$ cat src/rtl/reorder_buffer.sv
`default_nettype none
// ============================================================================
//  Module      : reorder_buffer
//  Description : In-order retirement queue. Issue allocates at the tail,
//                execution writes back by ROB id, the head retires one entry
//                per cycle (regfile write or flush on a mispredicted branch),
//                and dispatch looks up operand readiness by ROB id.
//  Revision    : 1.0 - initial release
// ============================================================================
module reorder_buffer #(
    parameter int ROB_WIDTH_BIT = 3,
    parameter int REG_ID_BIT    = 5
) (
    input  logic                     clk_in,
    input  logic                     rst_in,
    input  logic                     rdy_in,
    input  logic                     issue_valid,
    output logic                     issue_ready,
    input  logic                     issue_has_rd,
    input  logic [REG_ID_BIT-1:0]    issue_rd,
    input  logic                     issue_is_br,
    input  logic [31:0]              issue_alt_pc,
    output logic [ROB_WIDTH_BIT-1:0] issue_rob_id,
    input  logic                     wb_valid,
    input  logic [ROB_WIDTH_BIT-1:0] wb_rob_id,
    input  logic [31:0]              wb_value,
    input  logic                     wb_mispred,
    input  logic [ROB_WIDTH_BIT-1:0] qry1_id,
    output logic                     qry1_ready,
    output logic [31:0]              qry1_value,
    input  logic [ROB_WIDTH_BIT-1:0] qry2_id,
    output logic                     qry2_ready,
    output logic [31:0]              qry2_value,
    output logic                     commit_valid,
    output logic                     commit_wr,
    output logic [REG_ID_BIT-1:0]    commit_rd,
    output logic [31:0]              commit_value,
    output logic [ROB_WIDTH_BIT-1:0] commit_rob_id,
    output logic                     flush_out,
    output logic [31:0]              flush_pc,
    output logic [ROB_WIDTH_BIT:0]   count_out
);

    localparam int                       DEPTH     = 1 << ROB_WIDTH_BIT;
    localparam logic [ROB_WIDTH_BIT:0]   FULL_CNT  = (ROB_WIDTH_BIT+1)'(DEPTH);
    localparam logic [ROB_WIDTH_BIT:0]   CNT_ONE   = (ROB_WIDTH_BIT+1)'(1);
    localparam logic [ROB_WIDTH_BIT-1:0] PTR_ONE   = (ROB_WIDTH_BIT)'(1);

    // Entry state: control bits as vectors, payload as arrays
    logic [DEPTH-1:0]      ent_busy;
    logic [DEPTH-1:0]      ent_ready;
    logic [DEPTH-1:0]      ent_has_rd;
    logic [DEPTH-1:0]      ent_is_br;
    logic [DEPTH-1:0]      ent_mispred;
    logic [REG_ID_BIT-1:0] ent_rd     [DEPTH];
    logic [31:0]           ent_alt_pc [DEPTH];
    logic [31:0]           ent_value  [DEPTH];

    logic [ROB_WIDTH_BIT-1:0] head;
    logic [ROB_WIDTH_BIT-1:0] tail;
    logic [ROB_WIDTH_BIT:0]   count;

    logic head_eligible;
    logic commit_fire;
    logic flush_fire;
    logic issue_fire;
    logic wb_fire;
    logic qry1_byp;
    logic qry2_byp;
    logic qry1_hit;
    logic qry2_hit;

    // Full/empty is decided by count alone; pointers are equal in both cases
    assign issue_ready   = (count != FULL_CNT);
    assign issue_rob_id  = tail;
    assign count_out     = count;

    assign head_eligible = (count != '0) && ent_busy[head] && ent_ready[head];
    assign commit_fire   = rdy_in && head_eligible;
    assign flush_fire    = commit_fire && ent_is_br[head] && ent_mispred[head];
    // A flushing retirement squashes anything arriving in the same cycle
    assign issue_fire    = rdy_in && issue_valid && issue_ready && !flush_fire;
    assign wb_fire       = rdy_in && wb_valid && ent_busy[wb_rob_id] && !flush_fire;

    // Operand lookup with same-cycle writeback bypass (bypass value is newest)
    assign qry1_byp   = wb_valid && (wb_rob_id == qry1_id) && ent_busy[qry1_id];
    assign qry1_hit   = ent_busy[qry1_id] && ent_ready[qry1_id];
    assign qry1_ready = qry1_hit || qry1_byp;
    assign qry1_value = qry1_byp ? wb_value : (qry1_hit ? ent_value[qry1_id] : 32'd0);

    assign qry2_byp   = wb_valid && (wb_rob_id == qry2_id) && ent_busy[qry2_id];
    assign qry2_hit   = ent_busy[qry2_id] && ent_ready[qry2_id];
    assign qry2_ready = qry2_hit || qry2_byp;
    assign qry2_value = qry2_byp ? wb_value : (qry2_hit ? ent_value[qry2_id] : 32'd0);

    // Head/tail pointers and occupancy count
    always_ff @(posedge clk_in) begin
        if (!rst_in) begin
            head  <= '0;
            tail  <= '0;
            count <= '0;
        end else if (flush_fire) begin
            head  <= '0;
            tail  <= '0;
            count <= '0;
        end else begin
            if (issue_fire) begin
                tail <= tail + PTR_ONE;
            end
            if (commit_fire) begin
                head <= head + PTR_ONE;
            end
            case ({issue_fire, commit_fire})
                2'b10:   count <= count + CNT_ONE;
                2'b01:   count <= count - CNT_ONE;
                default: count <= count;
            endcase
        end
    end

    // Busy/ready flags; retirement clears last so it wins over a late writeback
    always_ff @(posedge clk_in) begin
        if (!rst_in) begin
            ent_busy  <= '0;
            ent_ready <= '0;
        end else if (flush_fire) begin
            ent_busy  <= '0;
            ent_ready <= '0;
        end else begin
            if (issue_fire) begin
                ent_busy[tail]  <= 1'b1;
                ent_ready[tail] <= 1'b0;
            end
            if (wb_fire) begin
                ent_ready[wb_rob_id] <= 1'b1;
            end
            if (commit_fire) begin
                ent_busy[head]  <= 1'b0;
                ent_ready[head] <= 1'b0;
            end
        end
    end

    // Entry payload; only meaningful while the entry is busy, so no reset
    always_ff @(posedge clk_in) begin
        if (issue_fire) begin
            ent_has_rd[tail]  <= issue_has_rd;
            ent_rd[tail]      <= issue_rd;
            ent_is_br[tail]   <= issue_is_br;
            ent_alt_pc[tail]  <= issue_alt_pc;
            ent_mispred[tail] <= 1'b0;
        end
        if (wb_fire) begin
            ent_value[wb_rob_id]   <= wb_value;
            ent_mispred[wb_rob_id] <= wb_mispred;
        end
    end

    // Registered retirement and flush outputs; pulses drop while paused
    always_ff @(posedge clk_in) begin
        if (!rst_in) begin
            commit_valid  <= 1'b0;
            commit_wr     <= 1'b0;
            commit_rd     <= '0;
            commit_value  <= '0;
            commit_rob_id <= '0;
            flush_out     <= 1'b0;
            flush_pc      <= '0;
        end else if (!rdy_in) begin
            commit_valid <= 1'b0;
            flush_out    <= 1'b0;
        end else begin
            commit_valid <= commit_fire;
            flush_out    <= flush_fire;
            if (commit_fire) begin
                commit_rob_id <= head;
                if (flush_fire) begin
                    commit_wr    <= 1'b0;
                    commit_rd    <= '0;
                    commit_value <= '0;
                    flush_pc     <= ent_alt_pc[head];
                end else begin
                    commit_wr    <= ent_has_rd[head];
                    commit_rd    <= ent_is_br[head] ? '0 : ent_rd[head];
                    commit_value <= ent_is_br[head] ? 32'd0 : ent_value[head];
                end
            end
        end
    end

endmodule
`default_nettype wire

$ cat config.mk
export PLATFORM = sky130hd
export DESIGN_NAME = reorder_buffer
export DESIGN_NICKNAME = d
export VERILOG_FILES = /design/src/rtl/reorder_buffer.sv
export SDC_FILE = /design/constraint.sdc
export NUM_CORES = 1
export LEC_CHECK = 0
export CAP_MARGIN = 20
export CORE_MARGIN = 1.5
export CORE_UTILIZATION = 43
export CTS_CLUSTER_SIZE = 28
export DETAILED_ROUTE_END_ITERATION = 12
export GPL_ROUTABILITY_DRIVEN = 0
export PLACE_DENSITY = 0.66
export SYNTH_ARGS = -nofsm -noshare
export SYNTH_HDL_FRONTEND = slang
export SYNTH_SLANG_ARGS = --single-unit
$ cat constraint.sdc
create_clock -name clk_in -period 6.8 [get_ports clk_in]
set_input_delay 2.04 -clock clk_in [delete_from_list [all_inputs] [get_ports clk_in]]
set_output_delay 2.04 -clock clk_in [all_outputs]
set_load 0.03 [all_outputs]
Cell outlines without signal wires:
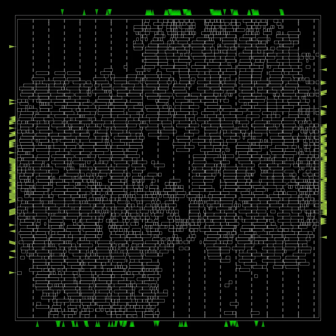
Placement Rows: 97
post-layout instance count excluding filler cells: 3136
core region area: 70400 um^2

Port wiring:
(1.5 px per um)
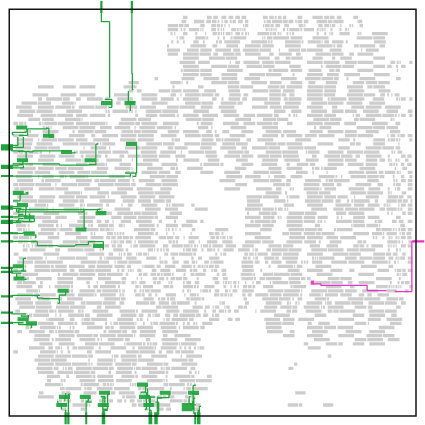
| port | colour | direction | edge | end cells | buffers | wire |
|---|---|---|---|---|---|---|
| `qry2_ready` | magenta | output | right | 1 | 1 | 99.8 um |
| `flush_pc` | green | output | 18 left, 12 bottom, 2 top | 32 | 32 | 1200 um |

==> results.txt <==
Item: results of the latest flow run.

- The flow ran to the end, and the final reports show no timing, DRC or antenna violations.
- Looking at the gate-level netlist, the highest instance count belongs to sky130_fd_sc_hd__edfxtp_1.
- For this run, the number of Yosys warnings is 0.
- The CTS report gives the tree buffer count as 74.
- The later pin in the worst-skew pair is clocked with a latency of 620 ps.
- The via count of the first global-routing pass came to 19.1k.
- Yosys attributes the largest share of cell area to sky130_fd_sc_hd__edfxtp_1 (56%), sky130_fd_sc_hd__mux4_2 (18%), sky130_fd_sc_hd__dfxtp_1 (7.3%).
- The synthesized netlist contains 61 unique library cells.
- The tightest hold path in the finished design has a slack of 453 ps.
- The post-synthesis cell count from yosys is 1916.
- The average instance in the mapped netlist occupies 16.0 um^2.
- The synthesis report names the predominant flop master as sky130_fd_sc_hd__edfxtp_1.
- Looking at the clock tree report, the H-tree level count equals 3.
- According to the Yosys statistics, the synthesized design has a chip area of 30700 um^2.
- Measured on the finished design, the core utilization comes to 51.9%.
- The fmax is 0.156 GHz.
- The register bit count reported by yosys is 680.
- The maximum root-to-sink buffer count is 3.
- The clock tree from TritonCTS is yes.
- The tool warning count for the run is 27.
- Max fanout on the critical path was recorded as 36.
worst min path at each step:
| stage | slack [ps] | endpoint | cells after the start |
|---|---|---|---|
| finish | 450 | commit_rd[0]$_SDFFE_PN0P_ | 2 |
| global route | 470 | commit_value[9]$_SDFFE_PN0P_ | 2 |
| CTS | 460 | commit_rd[0]$_SDFFE_PN0P_ | 2 |
| detailed placement | 450 | commit_rd[0]$_SDFFE_PN0P_ | 2 |
| global placement | 440 | flush_pc[3]$_SDFFE_PN0P_ | 2 |
| floorplan | 450 | ent_mispred[6]$_DFF_P_ | 2 |
per-stage QoR:
stage	setup WS, ps	area [um^2]	total power [mW]
finish	375	36500	8.89
CTS	403	36500	8.98
global placement	392	34100	5.00
detailed placement	410	34100	5.01
floorplan	705	30700	4.84
global route	286	36500	9.15
area by class of cell:
cell class                      instances  area (um^2)
Fill cell                            5716        33900
Sequential cell                       680        19300
Multi-Input combinational cell       1076        10800
Timing Repair Buffer                  284         2740
Clock buffer                          100         2050
Tap cell                              940         1180
Clock inverter                         38          383
Inverter                               16         61.3
Antenna cell                            2         5.00
metal layers:
layer  vias to the layer above  share of wire [%]  global-route usage [%]
met1                      9520                 40                    29.4
met4                         8                2.1                    6.58
met3                       133                7.8                    4.78
li1                       8091                  -                       -
met2                       699                 50                    37.0
met5                         -              0.048                       0
cells in the final DEF (no fill, tap or decap), drive strengths merged, types with 4 or more instances in the layout:
master	n
or4b	5
inv	19
or4	4
mux2	45
or3	17
clkinv	31
nand2b	4
nand2	166
o21ba	6
nand3	45
o21ai	99
a211oi	23
a21oi	107
bufinv	4
nor2	93
mux4	244
nor3	12
clkbuf	100
edfxtp	568
mux2i	129
buf	93
clkdlybuf4s50	191
xnor2	10
nand4	4
xor2	4
dfxtp	112
ha	5
o22ai	20
worst max-delay path, stage by stage:
cell,delay (ps)
sky130_fd_sc_hd__buf_4,140
sky130_fd_sc_hd__buf_12,310
sky130_fd_sc_hd__mux4_2,350
sky130_fd_sc_hd__mux2i_1,200
sky130_fd_sc_hd__nor2_1,70
sky130_fd_sc_hd__nand2_1,80
sky130_fd_sc_hd__buf_4,340
sky130_fd_sc_hd__o21ai_0,160
sky130_fd_sc_hd__clkdlybuf4s50_1,620
flip-flops by register name, indices dropped and copies added, names as in the netlist, 4 cells and up, named ones only:
register,cells
commit_rd,5
commit_value,32
count_out,4
ent_alt_pc,256
ent_busy,8
ent_has_rd,8
ent_is_br,8
ent_mispred,8
ent_rd,40
ent_ready,8
ent_value,256
flush_pc,32
cells by family after synthesis:
group | share of synthesized area, %
multiplexers | 23.8
AND-OR/OR-AND | 5.17
flip-flops | 62.9
buffers and inverters | 2.21
XOR/XNOR | 0.400
AND/OR/NAND/NOR | 5.34
adder cells (fa/ha/maj) | 0.204
report_power, final:
part	internal (mW)	switching [mW]	total, mW
sequential	4.53	0.0104	4.54
clock	2.30	1.67	3.96
combinational	0.166	0.214	0.381
total	7.00	1.89	8.89
No activity file was given, so power comes from the tool's default toggle rates.
